File: config.mk
export PLATFORM = sky130hd
export DESIGN_NAME = uart_rx_fifo
export DESIGN_NICKNAME = d
export VERILOG_FILES = /design/src/rtl/uart_pkg.sv /design/src/rtl/uart_fifo.sv /design/src/rtl/uart_rx_fifo.sv
export SDC_FILE = /design/constraint.sdc
export NUM_CORES = 1
export LEC_CHECK = 0
export CAP_MARGIN = 40
export CORE_MARGIN = 2
export CORE_UTILIZATION = 40
export DETAILED_ROUTE_END_ITERATION = 16
export PLACE_DENSITY_LB_ADDON = 0.08
export SETUP_SLACK_MARGIN = 0.4
export SKIP_CTS_REPAIR_TIMING = 1
export SLEW_MARGIN = 30
export SYNTH_ARGS = -nofsm -noshare
export SYNTH_HDL_FRONTEND = slang
export SYNTH_SLANG_ARGS = --single-unit
File: constraint.sdc
create_clock -name clk -period 2.45 [get_ports clk]
set_input_delay 0.49 -clock clk [delete_from_list [all_inputs] [get_ports clk]]
set_output_delay 0.49 -clock clk [all_outputs]
set_load 0.01 [all_outputs]
File: src/rtl/uart_pkg.sv
// Shared definitions for the UART receive path: parity encoding, FSM states,
// and the elaboration-time bit-period check.
package uart_pkg;

  localparam int unsigned PAR_NONE = 0;
  localparam int unsigned PAR_EVEN = 1;
  localparam int unsigned PAR_ODD  = 2;

  typedef enum logic [2:0] {
    sIDLE,
    sSTART,
    sDATA,
    sPARITY,
    sSTOP,
    sBREAK,
    sPUSH
  } state_t;

  function automatic bit period_ok(input int unsigned period);
    return period >= 8;
  endfunction

endpackage

File: src/rtl/uart_fifo.sv
// Small synchronous FIFO holding received words; head word is always visible
// on rdata, and simultaneous push/pop is legal even when full.
module uart_fifo #(
  parameter int unsigned WIDTH = 8,
  parameter int unsigned DEPTH = 4
) (
  input  logic                       clk,
  input  logic                       rstb,
  input  logic                       push,
  input  logic                       pop,
  input  logic [WIDTH-1:0]           wdata,
  output logic [WIDTH-1:0]           rdata,
  output logic                       full,
  output logic                       empty,
  output logic [$clog2(DEPTH+1)-1:0] level
);

  localparam int unsigned AW = $clog2(DEPTH);
  localparam int unsigned LW = $clog2(DEPTH + 1);

  logic [WIDTH-1:0] mem [DEPTH];
  logic [AW-1:0]    wr_ptr;
  logic [AW-1:0]    rd_ptr;
  logic             do_push;
  logic             do_pop;

  assign full    = (level == LW'(DEPTH));
  assign empty   = (level == '0);
  assign do_pop  = pop && !empty;
  assign do_push = push && (!full || do_pop);
  assign rdata   = mem[rd_ptr];

  // DEPTH is a power of two, so the pointers wrap naturally.
  always_ff @(posedge clk or negedge rstb) begin
    if (!rstb) begin
      for (int unsigned i = 0; i < DEPTH; i++) mem[i] <= '0;
      wr_ptr <= '0;
      rd_ptr <= '0;
      level  <= '0;
    end else begin
      if (do_push) begin
        mem[wr_ptr] <= wdata;
        wr_ptr      <= wr_ptr + 1'b1;
      end
      if (do_pop) rd_ptr <= rd_ptr + 1'b1;
      case ({do_push, do_pop})
        2'b10:   level <= level + 1'b1;
        2'b01:   level <= level - 1'b1;
        default: ;
      endcase
    end
  end

endmodule

File: src/rtl/uart_rx_fifo.sv
// UART receiver: 2-flop synchroniser, 3-sample majority vote per bit,
// parity/stop checking, break detection, and a receive FIFO with sticky flags.
module uart_rx_fifo
  import uart_pkg::*;
#(
  parameter int unsigned C_CLK_FRQ         = 100000000,
  parameter int unsigned C_UART_RATE       = 1000000,
  parameter int unsigned C_UART_DATA_WIDTH = 8,
  parameter int unsigned C_UART_PARITY     = 0,
  parameter int unsigned C_UART_STOP       = 1,
  parameter int unsigned C_FIFO_DEPTH      = 4
) (
  input  logic                              clk,
  input  logic                              rstb,
  input  logic                              rx,
  output logic [C_UART_DATA_WIDTH-1:0]      data,
  output logic                              valid,
  input  logic                              ready,
  output logic [$clog2(C_FIFO_DEPTH+1)-1:0] level,
  output logic                              err_parity,
  output logic                              err_frame,
  output logic                              err_overrun,
  output logic                              brk,
  input  logic                              clear
);

  localparam int unsigned C_PERIOD = C_CLK_FRQ / C_UART_RATE;
  localparam int unsigned H        = C_PERIOD / 2;
  localparam int unsigned TW       = $clog2(C_PERIOD);
  localparam int unsigned CW       = $clog2(C_UART_DATA_WIDTH + 1);
  localparam logic [TW-1:0] T_LO   = TW'(H - 1);
  localparam logic [TW-1:0] T_MID  = TW'(H);
  localparam logic [TW-1:0] T_DEC  = TW'(H + 1);
  localparam logic [TW-1:0] T_LAST = TW'(C_PERIOD - 1);

  if (!period_ok(C_PERIOD)) begin : g_period_check
    $error("uart_rx_fifo: C_CLK_FRQ / C_UART_RATE must be at least 8");
  end

  state_t                         state, state_nxt;
  logic                           sync1, rxs;
  logic [TW-1:0]                  tmr;
  logic                           smp0, smp1;
  logic                           vote, decide;
  logic [CW-1:0]                  bit_cnt;
  logic                           last_data, last_stop;
  logic [C_UART_DATA_WIDTH-1:0]   shreg;
  logic                           par_exp;
  logic                           perr, ferr, zero;
  logic                           full, empty, pop, push;
  logic                           set_par, set_frm, set_ovr, set_brk;

  always_ff @(posedge clk or negedge rstb) begin
    if (!rstb) begin
      sync1 <= 1'b1;
      rxs   <= 1'b1;
    end else begin
      sync1 <= rx;
      rxs   <= sync1;
    end
  end

  // Free-running modulo-C_PERIOD timer keeps every decision exactly one period
  // after the previous one, starting from the start-bit decision.
  always_ff @(posedge clk or negedge rstb) begin
    if (!rstb)                   tmr <= '0;
    else if (state == sIDLE)     tmr <= '0;
    else if (tmr == T_LAST)      tmr <= '0;
    else                         tmr <= tmr + 1'b1;
  end

  always_ff @(posedge clk or negedge rstb) begin
    if (!rstb) begin
      smp0 <= 1'b1;
      smp1 <= 1'b1;
    end else begin
      if (tmr == T_LO)  smp0 <= rxs;
      if (tmr == T_MID) smp1 <= rxs;
    end
  end

  assign vote      = (smp0 & smp1) | (smp0 & rxs) | (smp1 & rxs);
  assign decide    = (state != sIDLE) && (tmr == T_DEC);
  assign last_data = (bit_cnt == CW'(C_UART_DATA_WIDTH - 1));
  assign last_stop = (bit_cnt == CW'(C_UART_STOP - 1));
  assign par_exp   = (C_UART_PARITY == PAR_ODD) ? ~^shreg : ^shreg;

  always_ff @(posedge clk or negedge rstb) begin
    if (!rstb) state <= sIDLE;
    else       state <= state_nxt;
  end

  always_comb begin
    state_nxt = state;
    case (state)
      sIDLE:   if (!rxs) state_nxt = sSTART;
      sSTART:  if (decide) state_nxt = vote ? sIDLE : sDATA;
      sDATA:   if (decide && last_data)
                 state_nxt = (C_UART_PARITY != PAR_NONE) ? sPARITY : sSTOP;
      sPARITY: if (decide) state_nxt = sSTOP;
      sSTOP:   if (decide && last_stop)
                 state_nxt = (zero && !vote) ? sBREAK : sPUSH;
      sBREAK:  if (rxs) state_nxt = sIDLE;
      sPUSH:   state_nxt = sIDLE;
      default: state_nxt = sIDLE;
    endcase
  end

  // zero tracks whether every data, parity and stop vote so far was 0.
  always_ff @(posedge clk or negedge rstb) begin
    if (!rstb) begin
      shreg   <= '0;
      perr    <= 1'b0;
      ferr    <= 1'b0;
      zero    <= 1'b1;
      bit_cnt <= '0;
    end else begin
      case (state)
        sIDLE: begin
          perr    <= 1'b0;
          ferr    <= 1'b0;
          zero    <= 1'b1;
          bit_cnt <= '0;
        end
        sDATA: if (decide) begin
          shreg   <= {vote, shreg[C_UART_DATA_WIDTH-1:1]};
          zero    <= zero & ~vote;
          bit_cnt <= last_data ? '0 : bit_cnt + 1'b1;
        end
        sPARITY: if (decide) begin
          zero <= zero & ~vote;
          if (vote != par_exp) perr <= 1'b1;
        end
        sSTOP: if (decide) begin
          zero    <= zero & ~vote;
          bit_cnt <= bit_cnt + 1'b1;
          if (!vote) ferr <= 1'b1;
        end
        default: ;
      endcase
    end
  end

  assign pop     = valid && ready;
  assign set_par = (state == sPUSH) && perr;
  assign set_frm = (state == sPUSH) && !perr && ferr;
  assign set_ovr = (state == sPUSH) && !perr && !ferr && full && !pop;
  assign push    = (state == sPUSH) && !perr && !ferr && (!full || pop);
  assign set_brk = (state == sSTOP) && decide && last_stop && zero && !vote;

  always_ff @(posedge clk or negedge rstb) begin
    if (!rstb) begin
      err_parity  <= 1'b0;
      err_frame   <= 1'b0;
      err_overrun <= 1'b0;
      brk         <= 1'b0;
    end else begin
      err_parity  <= set_par | (err_parity  & ~clear);
      err_frame   <= set_frm | (err_frame   & ~clear);
      err_overrun <= set_ovr | (err_overrun & ~clear);
      brk         <= set_brk | (brk         & ~clear);
    end
  end

  uart_fifo #(
    .WIDTH (C_UART_DATA_WIDTH),
    .DEPTH (C_FIFO_DEPTH)
  ) u_fifo (
    .clk   (clk),
    .rstb  (rstb),
    .push  (push),
    .pop   (pop),
    .wdata (shreg),
    .rdata (data),
    .full  (full),
    .empty (empty),
    .level (level)
  );

  assign valid = !empty;

endmodule

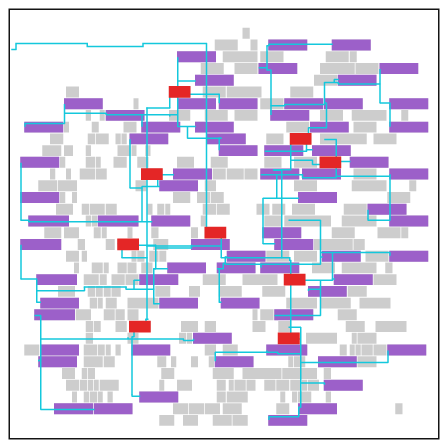
*Clock wires, drivers and flops, run 1*
[purple] flip-flops | count: 72
[red] clock drivers | count: 9
[cyan] clock wires | length: 1010 um
flops lie	all over the die
routed clock nets	10

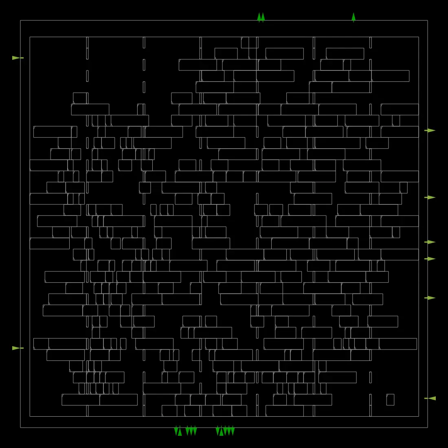
*Cell outlines without signal wires, run 1*
fin cells: 430
Seq area share: 42.0%
fillcell total: 784

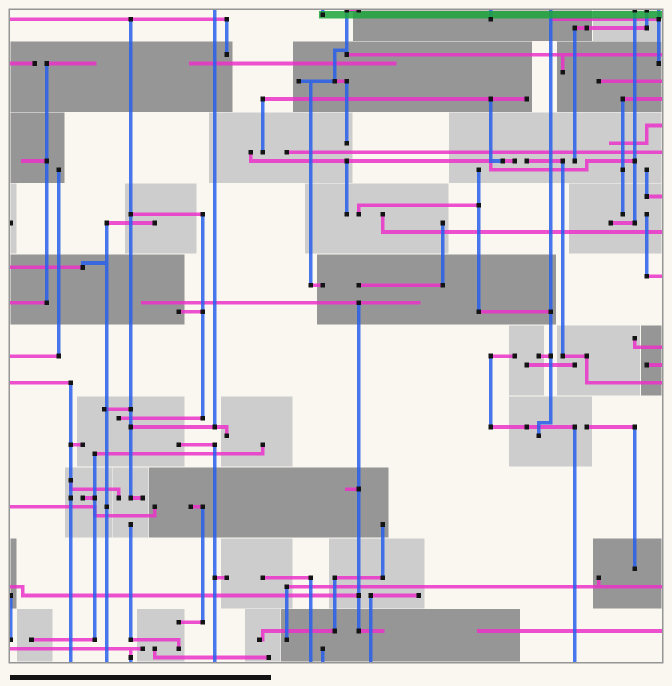
*Close-up of the layout, run 1*
Bar = 10 um. Region (37, 17) to (62, 42) um. Cells in gray, sequential cells in the stronger gray; small squares are vias.
color	layer
blue	metal 2
magenta	metal 1
green	metal 3
netlist names of flops here include	u_fifo.mem (2)
sequential cells in the window	6
cells with their middle in the window	23
most frequent	dfrtp_1 (6), mux2_4 (3), buf_4 (3)

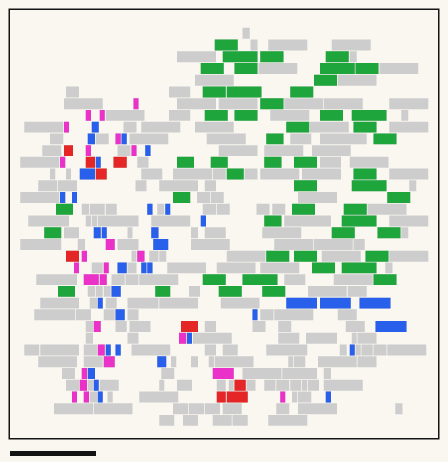
*Gate-type map, run 1*
Bar = 20 um.
color	family	cells
magenta	nor cells	25
red	and/or cells	9
green	mux cells	51
blue	nand cells	35

==> results_slide.txt, run 1 <==
Implementation Results

Setup path
  – Max Fanout on Critical Path: 5
  – R2R Setup Slk: between 0.3 and 0.4 ns
  – FF-to-FF Start: u_fifo.level[0]$_DFFE_PN0P_
  – Worst Setup EP: data[1]
  – Crit path launch: u_fifo.rd_ptr[0]$_DFFE_PN0P_
  – FF-to-FF path depth: 9
  – R2r endpoint: u_fifo.level[2]$_DFFE_PN0P_
  – Arr. time, crit path: 1.59 ns
  – Crit path launch type: register
  – CP Class: register to primary output
  – Req. time, crit path: 1.96 ns
  – Crit. End Element: primary output

Timing
  – Peak Freq: between 400 and 500 MHz
  – Setup Skew: 0.00895 ns
  – Worst hold slack: 0.0943 ns
  – Final period utilization: around 85%
  – TNS Setup: 0 ns
  – Setup Viol. Count Final: 0
  – Final WS setup: 0.369 ns
  – Hold Vio Cnt, Final: 0
  – Final Max Slew Viols: 0
  – RSZ-0062 raised after global routing: yes
  – Final min period: between 2 and 2.5 ns
  – Worst-margin pin slew: 0.756 ns
  – Rel. slew slack: between 40% and 50%

Flow run
  – Count of tool warnings: 34
  – MaxCap Viol Count: 0

Clock tree
  – CTS tree: built
  – Clock transition at the registers of the reported paths: ~0.08 ns
  – Clock Sinks: just over 70
  – CTS Buf Count: 9
  – Clk latency late pin: between 0.3 and 0.4 ns
  – Max Root-Sink Buffers: 2
  – CTS H-Tree Depth: 3
  – CTS root buf: clkbuf_8

Floorplanning
  – Die X: around 100 um
  – Chip Area: a little under 0.01 mm^2
  – Area of the core: roughly 0.0088 mm^2
  – Row count: 34
  – Core Util at FP: roughly two fifths
  – I/O pin cnt: 21
  – Vert. Die Dim: between 90 and 100 um

Synth
  – Post-Synthesis Cells: 277
  – Post-synth area from yosys stat: 0.00363 mm^2
  – Post-Syn Nets: ~290
  – Seq share, synth: between 40 and 50%
  – Top_reg_cell synth: dfrtp_1
  – Largest cells by area: dfrtp_1, mux2_4, mux4_2
  – Yosys Instances: 277
  – Flip-flops with a built-in enable: 0
  – Mean Syn Cell Area: 13.1 um^2
  – Synthesized area: between 0.003 and 0.004 mm^2
  – Post-synthesis async set-or-reset flop share: 100%
  – Yosys synthesis warning count: 0
  – Post-synth cell types: 47
  – Leading area contributor after synthesis: dfrtp_1
  – Post-synth top area share: roughly 46%
  – Post-synth regs: ~70

Power
  – Peak supply drop: between 0.2 and 0.3 mV
  – Combinational share of power: between 10% and 20%
  – Sw Share: 25.6%
  – Pwr dens: 665 mW/mm^2
  – Pint: 0.00213 W
  – Clk pwr share: a little under two fifths
  – Sequential share of power: a little under half
  – Switching power: roughly 0.00073 W
  – Leak: about 2.1 nW
  – Tot Pwr: 0.00286 W

Routing
  – Routed wl met3: about 210 um
  – Via density: approximately 5
  – Routed WL per cell: 15.3 um
  – Number of DRC markers in iteration 0: around 64
  – Pre-Repair DR Iteration Count: 4
  – M1 WL: approximately 3.3 mm
  – Post-Route WL: between 6 and 7 mm
  – Post-DRT Antenna Nets: 0
  – Remaining routing DRC violations: 0
  – Via count: 2156
  – Length of routed met2 wiring: just under 3 mm
  – DR top layer: met4

GRT
  – Total GRT Usage: 15.0%
  – First-pass GRT wire length: 11.5 mm
  – Largest net degree at the start of global routing: 28
  – GR Overflow Total: 0
  – Number of global-route vias before repair: between 2000 and 2500
  – Initial antenna violation count: 0

Layout
  – Ant. Diodes: 0
  – Layout cells sized above 1: a little over a third
  – Syn-to-layout area delta: 18.7%
  – Fin area: around 0.0043 mm^2
  – Nets: 333

Hold path
  – Worst min path class: primary input to async pin

Place
  – Port Buffer Count: 20
  – Final GP Congestion: around 0.73
  – Pre-CTS WS: -0.193 ns
  – Placed cell areas: slightly above 0.004 mm^2
  – Post-DP HPWL: between 4 and 5 mm

Status
  – Run status: finished clean
## run 1: kinds of logic (layout without fill, tap and decap cells)
family,Yosys count,after routing,synth area share (%)
buf+inv,25,70,3.14
xor+xnor,19,19,4.59
compound gates,28,28,4.90
fa+ha+maj,13,13,4.55
flops,72,72,49.8
simple gates,69,69,11.4
mux,51,51,21.6
## run 1: power by group through the flow
stage / logic, W / registers (W) / clock network [W]
final: 0.000477 / 0.00132 / 0.00107
after global routing: 0.000526 / 0.00132 / 0.00116
after CTS: 0.000406 / 0.00130 / 0.00111
after detailed placement: 0.000406 / 0.00132 / 0
after global placement: 0.000402 / 0.00133 / 0
after floorplan: 0.000252 / 0.00130 / 0
## run 1: per-layer routing
| layer | up-vias | GRT usage, % |
|---|---|---|
| li1 | 1048 | - |
| met4 | 0 | 6.64 |
| met1 | 1066 | 21.8 |
| met2 | 33 | 21.7 |
| met3 | 9 | 3.02 |
| met5 | - | 0 |
## run 1: synthesized netlist by cell type, types with 2 or more instances
library cell / instances
and2_1: 2
mux2_4: 32
o21ai_0: 7
inv_1: 18
and3b_1: 2
nand2b_1: 2
nand2_1: 20
a31oi_1: 2
nor2_1: 15
maj3_1: 2
mux4_2: 8
nor3_1: 6
mux2_2: 10
xor2_1: 5
buf_2: 3
xnor2_1: 14
nand3_1: 6
nand2_8: 4
ha_1: 10
a22o_1: 2
o31ai_1: 3
dfrtp_1: 67
dfstp_2: 5
a21oi_1: 7
and3_1: 2
clkbuf_1: 2
## run 1: worst max-delay path: stages (launching register included)
cell and delay, ns:
dfrtp_2 0.42, buf_12 0.14, mux4_2 0.50, dlymetal6s2s_1 0.19
## run 1: registers in the layout, summed over array words and instances (netlist names), 2 cells and up
signal / flops
u_fifo.level: 3
u_fifo.mem: 32
bit_cnt: 4
tmr: 7
shreg: 8
u_fifo.rd_ptr: 2
state: 3
u_fifo.wr_ptr: 2
## run 1: layout by cell type, fill, tap and decap left out, types with 3 or more instances in the layout
master / Yosys / layout
nand2_1: 20 / 20
mux2_4: 32 / 32
buf_4: 0 / 13
dfstp_2: 5 / 5
xor2_1: 5 / 5
nand2_8: 4 / 4
xnor2_1: 14 / 14
ha_1: 10 / 9
nor3_1: 6 / 6
mux2_2: 10 / 10
clkdlybuf4s50_1: 0 / 9
dlymetal6s2s_1: 0 / 3
dfrtp_1: 67 / 66
o21ai_0: 7 / 6
clkbuf_2: 0 / 7
mux4_2: 8 / 8
nand3_1: 6 / 5
a21oi_1: 7 / 7
nor2_1: 15 / 15
o31ai_1: 3 / 3
clkbuf_8: 0 / 10
inv_1: 18 / 16
## run 1: per-stage QoR
step / util [%] / instances
3_5_place_dp: 45.9 / 408
6_report: 49.2 / 430
2_1_floorplan: - / 277
5_1_grt: 49.2 / 430
4_1_cts: 48.5 / 424
3_3_place_gp: 45.9 / 408
## run 1: cell type report
class	instances	area, um^2
tap	108	135
timing repair buffer	36	330
clock buffer	10	138
clock inverter	6	92.6
sequential	72	1810
multi-input combinational	180	1730
fill	784	4460
inverter	18	70.1
--- run 2 (diff from run 1) ---
Clock period 2.45 ns to 1.9 ns, I/O delays scaled along.
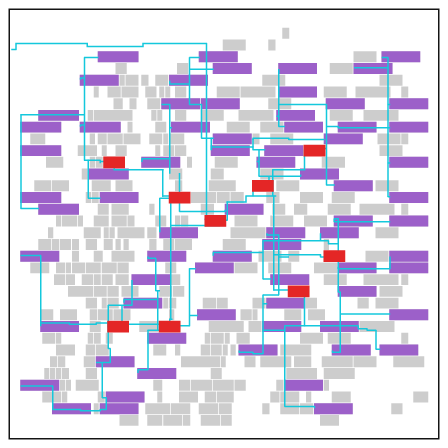
*Clock wires, drivers and flops, run 2*
[purple] flip-flops | count: 72
[cyan] clock wires | length: 995 um
[red] clock drivers | count: 9
routed clock nets	10
flops lie	all over the die
clock group power: 0.00108 W
Setup Skew: 0.0135 ns
Clk pwr share: 31.4%
clk latency late pin: 0.35 ns

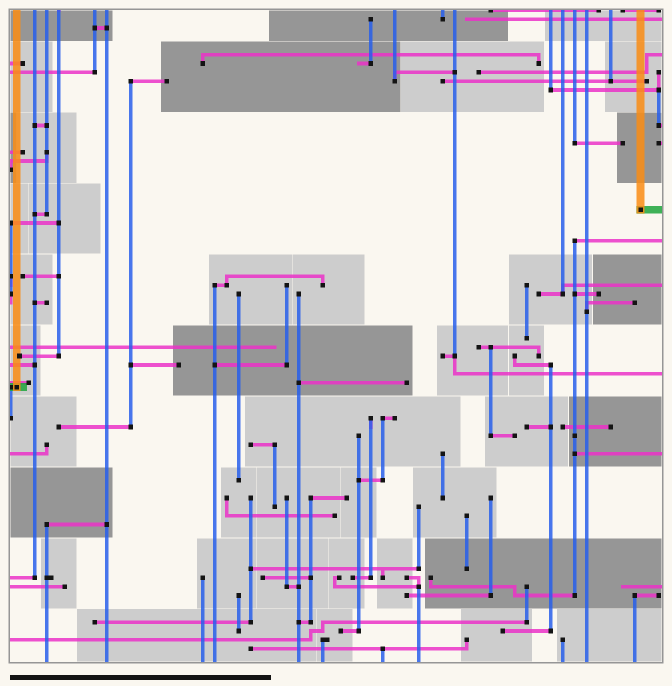
*Close-up of the layout, run 2*
Bar = 10 um. Region (37, 17) to (62, 42) um. Cells in gray, sequential cells in the stronger gray; small squares are vias.
color	layer
blue	metal 2
magenta	metal 1
green	metal 3
orange	metal 4
cells with their middle in the window	30
netlist names of flops here include	u_fifo.level (2), u_fifo.mem (1)
sequential cells in the window	3
most frequent	buf_4 (6), inv_1 (4)

==> results_slide.txt, run 2 <==
Implementation Results

Layout
  – Nets: between 300 and 400
  – Register area: between 0.0015 and 0.002 mm^2
  – Syn-to-layout area delta: 27.4%
  – Final core utilization: 52.7%
  – Logic area: around 0.0019 mm^2
  – Largest register FFs: 32
  – Fillcell total: roughly 780
  – Ant. Diodes: 0
  – Top cells excl fill/tap: dfrtp_1, mux2_4, buf_4
  – Layout cells sized above 1: between 40 and 50%

Timing
  – Setup Viol. Count Final: 35
  – RSZ-0062 raised after global routing: yes
  – Hold Vio Cnt, Final: 0
  – Final min period: between 2 and 2.5 ns
  – Rel. slew slack: between 70% and 80%
  – Worst-margin pin slew: 0.352 ns
  – Final WS setup: -0.183 ns
  – Final period utilization: 110%

Setup path
  – R2r endpoint: u_fifo.level[2]$_DFFE_PN0P_
  – R2R Setup Slk: -0.18 ns
  – Req. time, crit path: ~2.2 ns
  – Crit. End Element: register
  – FF-to-FF path depth: 9
  – Arr. time, crit path: roughly 2.4 ns
  – Crit path launch type: register
  – FF-to-FF Start: u_fifo.level[1]$_DFFE_PN0P_
  – Max Fanout on Critical Path: 2

Floorplanning
  – Chip Area: between 0.009 and 0.01 mm^2
  – Row count: 34
  – Vert. Die Dim: ~99 um
  – Area of the core: between 0.008 and 0.009 mm^2
  – Core Util at FP: 41.4%
  – I/O pin cnt: 21
  – Die X: ~100 um

GRT
  – Initial antenna violation count: 0
  – First-pass GRT wire length: 11.7 mm
  – Number of global-route vias before repair: between 2000 and 2500

Power
  – Combinational share of power: 21.3%
  – Pwr dens: about 750 mW/mm^2
  – Pint: 0.00248 W
  – Sw Share: 28.0%
  – Leak: 2.28 nW
  – Tot Pwr: 0.00345 W

Flow run
  – Count of tool warnings: 34
  – MaxCap Viol Count: 0

Routing
  – Via density: about 5.0
  – Post-Route WL: 7.09 mm
  – Via count: 2269
  – Routed WL per cell: 15.5 um
  – Pre-Repair DR Iteration Count: 4

Synth
  – Post-Synthesis Cells: 277
  – Post-synth top area share: roughly 46%
  – Yosys Instances: 277
  – Post-synth area from yosys stat: 0.00363 mm^2
  – Post-Syn Nets: roughly 290
  – Leading area contributor after synthesis: dfrtp_1
  – Seq share, synth: about 50%
  – Synth top cells by count: dfrtp_1, mux2_4, nand2_1
  – Synthesized area: about 0.0036 mm^2
  – Top_reg_cell synth: dfrtp_1
  – Count leader, synth: dfrtp_1
  – Post-synth regs: a little over 70
  – Largest cells by area: dfrtp_1, mux2_4, mux4_2
  – Post-synthesis async set-or-reset flop share: 100%
  – Mean Syn Cell Area: 13.1 um^2
  – Flip-flops with a built-in enable: 0

Place
  – Final GP Congestion: approximately 0.72
  – Post-DP HPWL: between 4 and 5 mm
  – Port Buffer Count: 20

Hold path
  – Worst min path class: register to register

Clock tree
  – CTS root buf: clkbuf_8
  – Clock transition at the registers of the reported paths: 0.08 ns
  – CTS H-Tree Depth: 3
  – Max Root-Sink Buffers: 2
  – CTS Buf Count: 9

Status
  – Failing checks: setup timing
  – Run status: finished, violations left
-- run 2: cell counts after synthesis --
Identical to the previous run, type by type.
-- run 2: stage by stage --
| step | TNS, ns | std cells | setup WS [ns] | instance area, um^2 | hold slack (ns) |
|---|---|---|---|---|---|
| 6_report | -1.34 | 457 | -0.183 | 4620 | 0.359 |
| 5_1_grt | -3.39 | 457 | -0.247 | 4620 | 0.361 |
| 4_1_cts | -6.49 | 442 | -0.388 | 4370 | -0.0692 |
| 3_5_place_dp | -13.97 | 426 | -0.641 | 4200 | 0.313 |
| 3_3_place_gp | -13.21 | 426 | -0.602 | 4200 | 0.316 |
| 2_1_floorplan | -0.610 | 277 | -0.370 | 3700 | 0.0844 |
-- run 2: cells by family (layout without fill, tap and decap cells) --
logic type	Yosys count	count (layout)	synth area share, %
muxes	51	51	21.6
DFF	72	72	49.8
buffers and inverters	25	96	3.14
AOI/OAI and AO/OA	28	28	4.90
and+or+nand+nor	69	70	11.4
xor gates and xnor gates	19	19	4.59
adders and majority gates	13	13	4.55
-- run 2: worst max-delay path by stage --
stage / slack [ns] / startpoint / end
floorplan: -0.37 / u_fifo.level[0]$_DFFE_PN0P_ / u_fifo.level[2]$_DFFE_PN0P_
global placement: -0.60 / ready / u_fifo.level[2]$_DFFE_PN0P_
detailed placement: -0.64 / ready / u_fifo.level[2]$_DFFE_PN0P_
CTS: -0.39 / u_fifo.rd_ptr[0]$_DFFE_PN0P_ / data[1]
global route: -0.25 / u_fifo.level[1]$_DFFE_PN0P_ / u_fifo.level[2]$_DFFE_PN0P_
finish: -0.18 / u_fifo.level[1]$_DFFE_PN0P_ / u_fifo.level[2]$_DFFE_PN0P_
-- run 2: final cells by class --
cell class | instances | area share, %
inverter | 18 | 1.52
tap | 108 | 2.92
multi-input combinational | 181 | 41.0
sequential | 72 | 39.2
clock inverter | 6 | 0.920
clock buffer | 10 | 2.76
timing repair buffer | 62 | 11.7
-- run 2: metal layers --
layer,vias to the layer above,GRT usage (%),routed length [um]
li1,1101,-,-
met5,-,0,0
met4,0,5.37,97
met2,20,25.0,3610
met1,1138,19.9,3230
met3,10,3.44,154
-- run 2: power groups by stage --
| stage | registers [W] | clock network [W] | logic, W |
|---|---|---|---|
| 2_1_floorplan | 0.00168 | 0 | 0.000327 |
| 5_1_grt | 0.00164 | 0.00120 | 0.000806 |
| 4_1_cts | 0.00163 | 0.00113 | 0.000698 |
| 3_5_place_dp | 0.00165 | 0 | 0.000695 |
| 6_report | 0.00163 | 0.00108 | 0.000735 |
| 3_3_place_gp | 0.00166 | 0 | 0.000692 |
-- run 2: critical path: stages (launching register included) --
cell and delay, ns:
dfrtp_1 0.39, or4b_4 0.54, nor2b_4 0.15, inv_4 0.05, ha_4 0.12, inv_2 0.03
fa_2 0.32, xor2_1 0.14, nor2_1 0.11, xor2_1 0.15
--- run 3 (diff from run 2) ---
Settings changed: PLACE_DENSITY set to 0.58, PLACE_DENSITY_LB_ADDON 0.08 to not set.
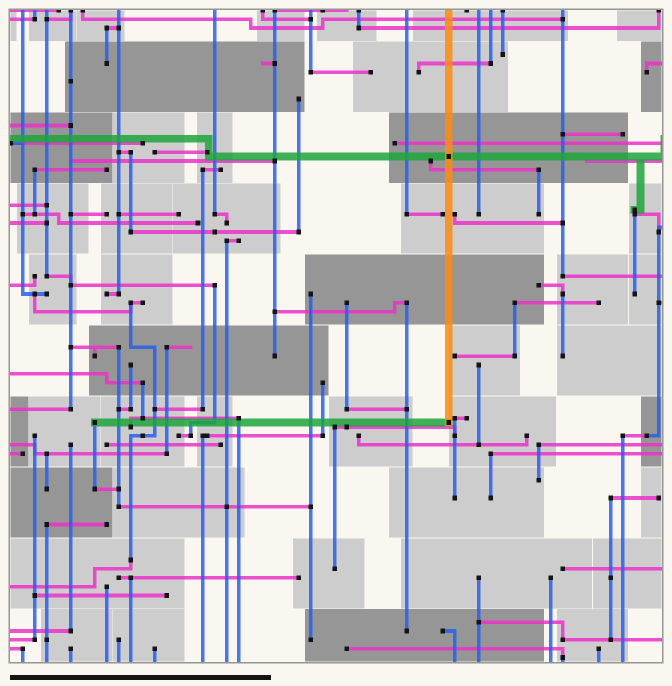
*Close-up of the layout, run 3*
Bar = 10 um. Region (37, 17) to (62, 42) um. Cells in gray, sequential cells in the stronger gray; small squares are vias.
color	layer
blue	metal 2
magenta	metal 1
orange	metal 4
green	metal 3
sequential cells in the window	5
cells with their middle in the window	30
most frequent	buf_4 (10), dfrtp_1 (5)

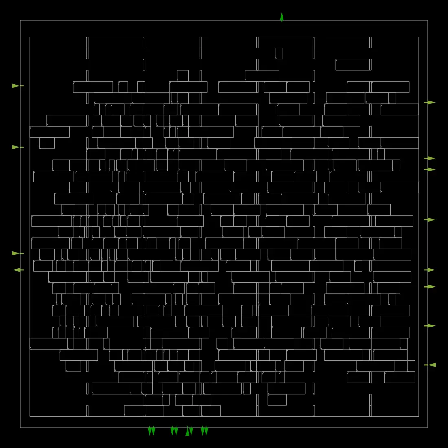
*Cell outlines without signal wires, run 3*
num sequential: 72
final core utilization: 53.4%
fin cells: 454
row count: 34
area of the core: 0.00876 mm^2

==> results_slide.txt, run 3 <==
Implementation Results

Setup path
  – CP delay by family, top: simple AND/OR/NAND/NOR gates
  – Crit path launch type: primary input
  – Crit-path cells: clkdlybuf4s50_1, or4b_4, nor2b_4, inv_4, ha_4, inv_2, fa_2, xor2_1, nor2_1, xor2_1
  – Arr. time, crit path: between 2 and 2.5 ns
  – FF-to-FF path depth: 9
  – Most used cell, CP: xor2_1
  – Crit. End Element: register
  – CP Depth: 10
  – Max Fanout on Critical Path: 2
  – Crit-path max cell delay: 0.49 ns
  – Slowest CP cell: or4b_4
  – CP Class: primary input to register
  – Req. time, crit path: ~2.2 ns
  – Buf/Inv on CP: 3

Routing
  – Post-Route WL: roughly 7 mm
  – Routed WL per cell: roughly 15 um
  – Via count: between 2000 and 2500
  – Pre-Repair DR Iteration Count: 4
  – Post-DRT Antenna Nets: 0
  – Via density: approximately 5.0
  – Number of DRC markers in iteration 0: 66
  – Remaining routing DRC violations: 0

Timing
  – Worst-margin pin slew: ~0.39 ns
  – Setup Viol. Count Final: 37
  – Peak Freq: approximately 470 MHz
  – Rel. slew slack: about three quarters
  – Hold Vio Cnt, Final: 0
  – Final WS setup: -0.208 ns
  – RSZ-0062 raised after global routing: yes
  – Worst hold slack: about 0.048 ns
  – Final Max Slew Viols: 0
  – Final period utilization: 111%
  – TNS Setup: -1.24 ns
  – Setup Skew: roughly 0.0094 ns
  – Final min period: about 2.1 ns

Synth
  – Post-Synthesis Cells: roughly 280
  – Largest cells by area: dfrtp_1, mux2_4, mux4_2
  – Yosys Instances: 277
  – Post-Syn Nets: between 200 and 300
  – Count leader, synth: dfrtp_1
  – Mean Syn Cell Area: around 13 um^2
  – Seq share, synth: roughly half
  – Post-synth area from yosys stat: approximately 0.0036 mm^2
  – Flip-flops with a built-in enable: 0
  – Synthesized area: between 0.003 and 0.004 mm^2
  – Post-synthesis async set-or-reset flop share: 100%
  – Leading area contributor after synthesis: dfrtp_1
  – Yosys synthesis warning count: 0
  – Top_reg_cell synth: dfrtp_1
  – Post-synth top area share: around 46%
  – Synth top cells by count: dfrtp_1, mux2_4, nand2_1
  – Post-synth regs: slightly above 70
  – Post-synth cell types: about 47

Status
  – Run status: finished, violations left
  – Failing checks: setup timing

Layout
  – Largest regs: u_fifo.mem: 32 flops, shreg: 8 flops, tmr: 7 flops
  – Most numerous logic cell after layout: dfrtp_1
  – Syn-to-layout area delta: 28.9%
  – Register area: between 0.0015 and 0.002 mm^2
  – Nets: ~360
  – Largest register FFs: 32
  – Logic area: 0.00190 mm^2
  – Biggest register: u_fifo.mem
  – Fillcell total: between 700 and 800
  – Top cells excl fill/tap: dfrtp_1, mux2_4, buf_4
  – Ant. Diodes: 0
  – Layout cells sized above 1: 47.7%

Clock tree
  – CTS tree: built
  – CTS root buf: clkbuf_8
  – Clock Sinks: 72
  – Clock transition at the registers of the reported paths: 0.08 ns
  – Clk latency late pin: 0.35 ns
  – CTS Buf Count: 9
  – CTS H-Tree Depth: 3
  – Max Root-Sink Buffers: 2

Place
  – DP Cell Count: ~420
  – Port Buffer Count: 20
  – Final GP Congestion: 0.752
  – Post-DP HPWL: 4.38 mm
  – Pre-CTS WS: -0.643 ns

GRT
  – GR Overflow Total: 0
  – First-pass GRT wire length: 11.6 mm
  – Number of global-route vias before repair: between 2000 and 2500
  – Largest net degree at the start of global routing: roughly 73
  – Initial antenna violation count: 0
  – Total GRT Usage: ~15%

Floorplanning
  – Vert. Die Dim: just under 100 um
  – Chip Area: roughly 0.0098 mm^2
  – I/O pin cnt: 21
  – Die X: around 99 um
  – Core Util at FP: about two fifths

Power
  – Pwr dens: between 800 and 900 mW/mm^2
  – Peak supply drop: roughly 0.33 mV
  – Tot Pwr: 0.00390 W
  – Leak: between 2 and 2.5 nW

Hold path
  – Worst min path class: primary input to async pin

Flow run
  – MaxCap Viol Count: 0
  – Count of tool warnings: 34
## run 3: cell counts after synthesis
Identical to the previous run, type by type.
## run 3: metal layers
metal  GRT usage [%]  wire length, um
met2            23.1             3330
met5               0                0
met3            5.13              224
met1            20.1             3380
met4            4.43               80
## run 3: where the power goes
| group | total [W] | leakage [nW] | internal, W | switching [W] |
|---|---|---|---|---|
| Clock | 0.00149 | 0.116 | 0.000909 | 0.000583 |
| Combinational | 0.000728 | 1.23 | 0.000428 | 0.000300 |
| Sequential | 0.00168 | 0.957 | 0.00160 | 0.0000818 |
## run 3: cells by family after synthesis
family                   Yosys count  share of synthesized area, %
flip-flops                        72                          49.8
AND-OR/OR-AND                     28                          4.90
multiplexers                      51                          21.6
adder cells (fa/ha/maj)           13                          4.55
XOR/XNOR                          19                          4.59
AND/OR/NAND/NOR                   69                          11.4
buffers and inverters             25                          3.14
## run 3: path summary, 6_finish.rpt
check,to,slack [ns],startpoint
worst max register to register,u_fifo.level[2]$_DFFE_PN0P_,-0.19,u_fifo.level[1]$_DFFE_PN0P_
worst min-delay path,u_fifo.mem[17]$_DFFE_PN0P_,0.05,rstb
worst min register to register,rxs$_DFF_PN1_,0.36,sync1$_DFF_PN1_
max in group asynchronous,zero$_DFFE_PN1P_,1.51,rstb
worst max-delay path,u_fifo.level[2]$_DFFE_PN0P_,-0.21,ready
min in group clk,rxs$_DFF_PN1_,0.36,sync1$_DFF_PN1_
## run 3: through the flow
stage	util (%)	instance area, um^2
global placement	47.7	4180
detailed placement	47.7	4180
finish	53.4	4680
CTS	50.5	4430
global route	53.4	4680
floorplan	-	3700
## run 3: cell type report
type / instances / share of cell area [%]
clock buffers: 11 / 3.02
clock inverters: 5 / 2.25
inverters: 18 / 1.50
multi-input cells: 181 / 40.6
flip-flops and latches: 72 / 38.8
well taps: 108 / 2.89
repair buffers: 59 / 10.9

==> notes/layouts.md <==
Pictures saved along the way, in no particular order.

Wiring heat map.
20 x 20 tiles, from black (low) to pale yellow (high), scaled to the fullest tile. Values are wire area over tile area, all layers added.
image #1
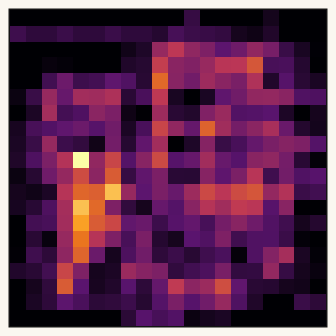
image #2
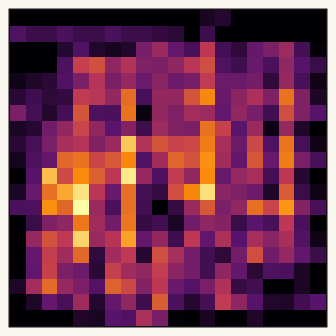
Run 2 is image #2.
Run 1 is image #1.

Key to image #2:
tiles over half the peak	19%
mean over tiles	0.11
fullest tile	0.37
nearly empty tiles	15%

Power is estimated from default activity; no workload was simulated.
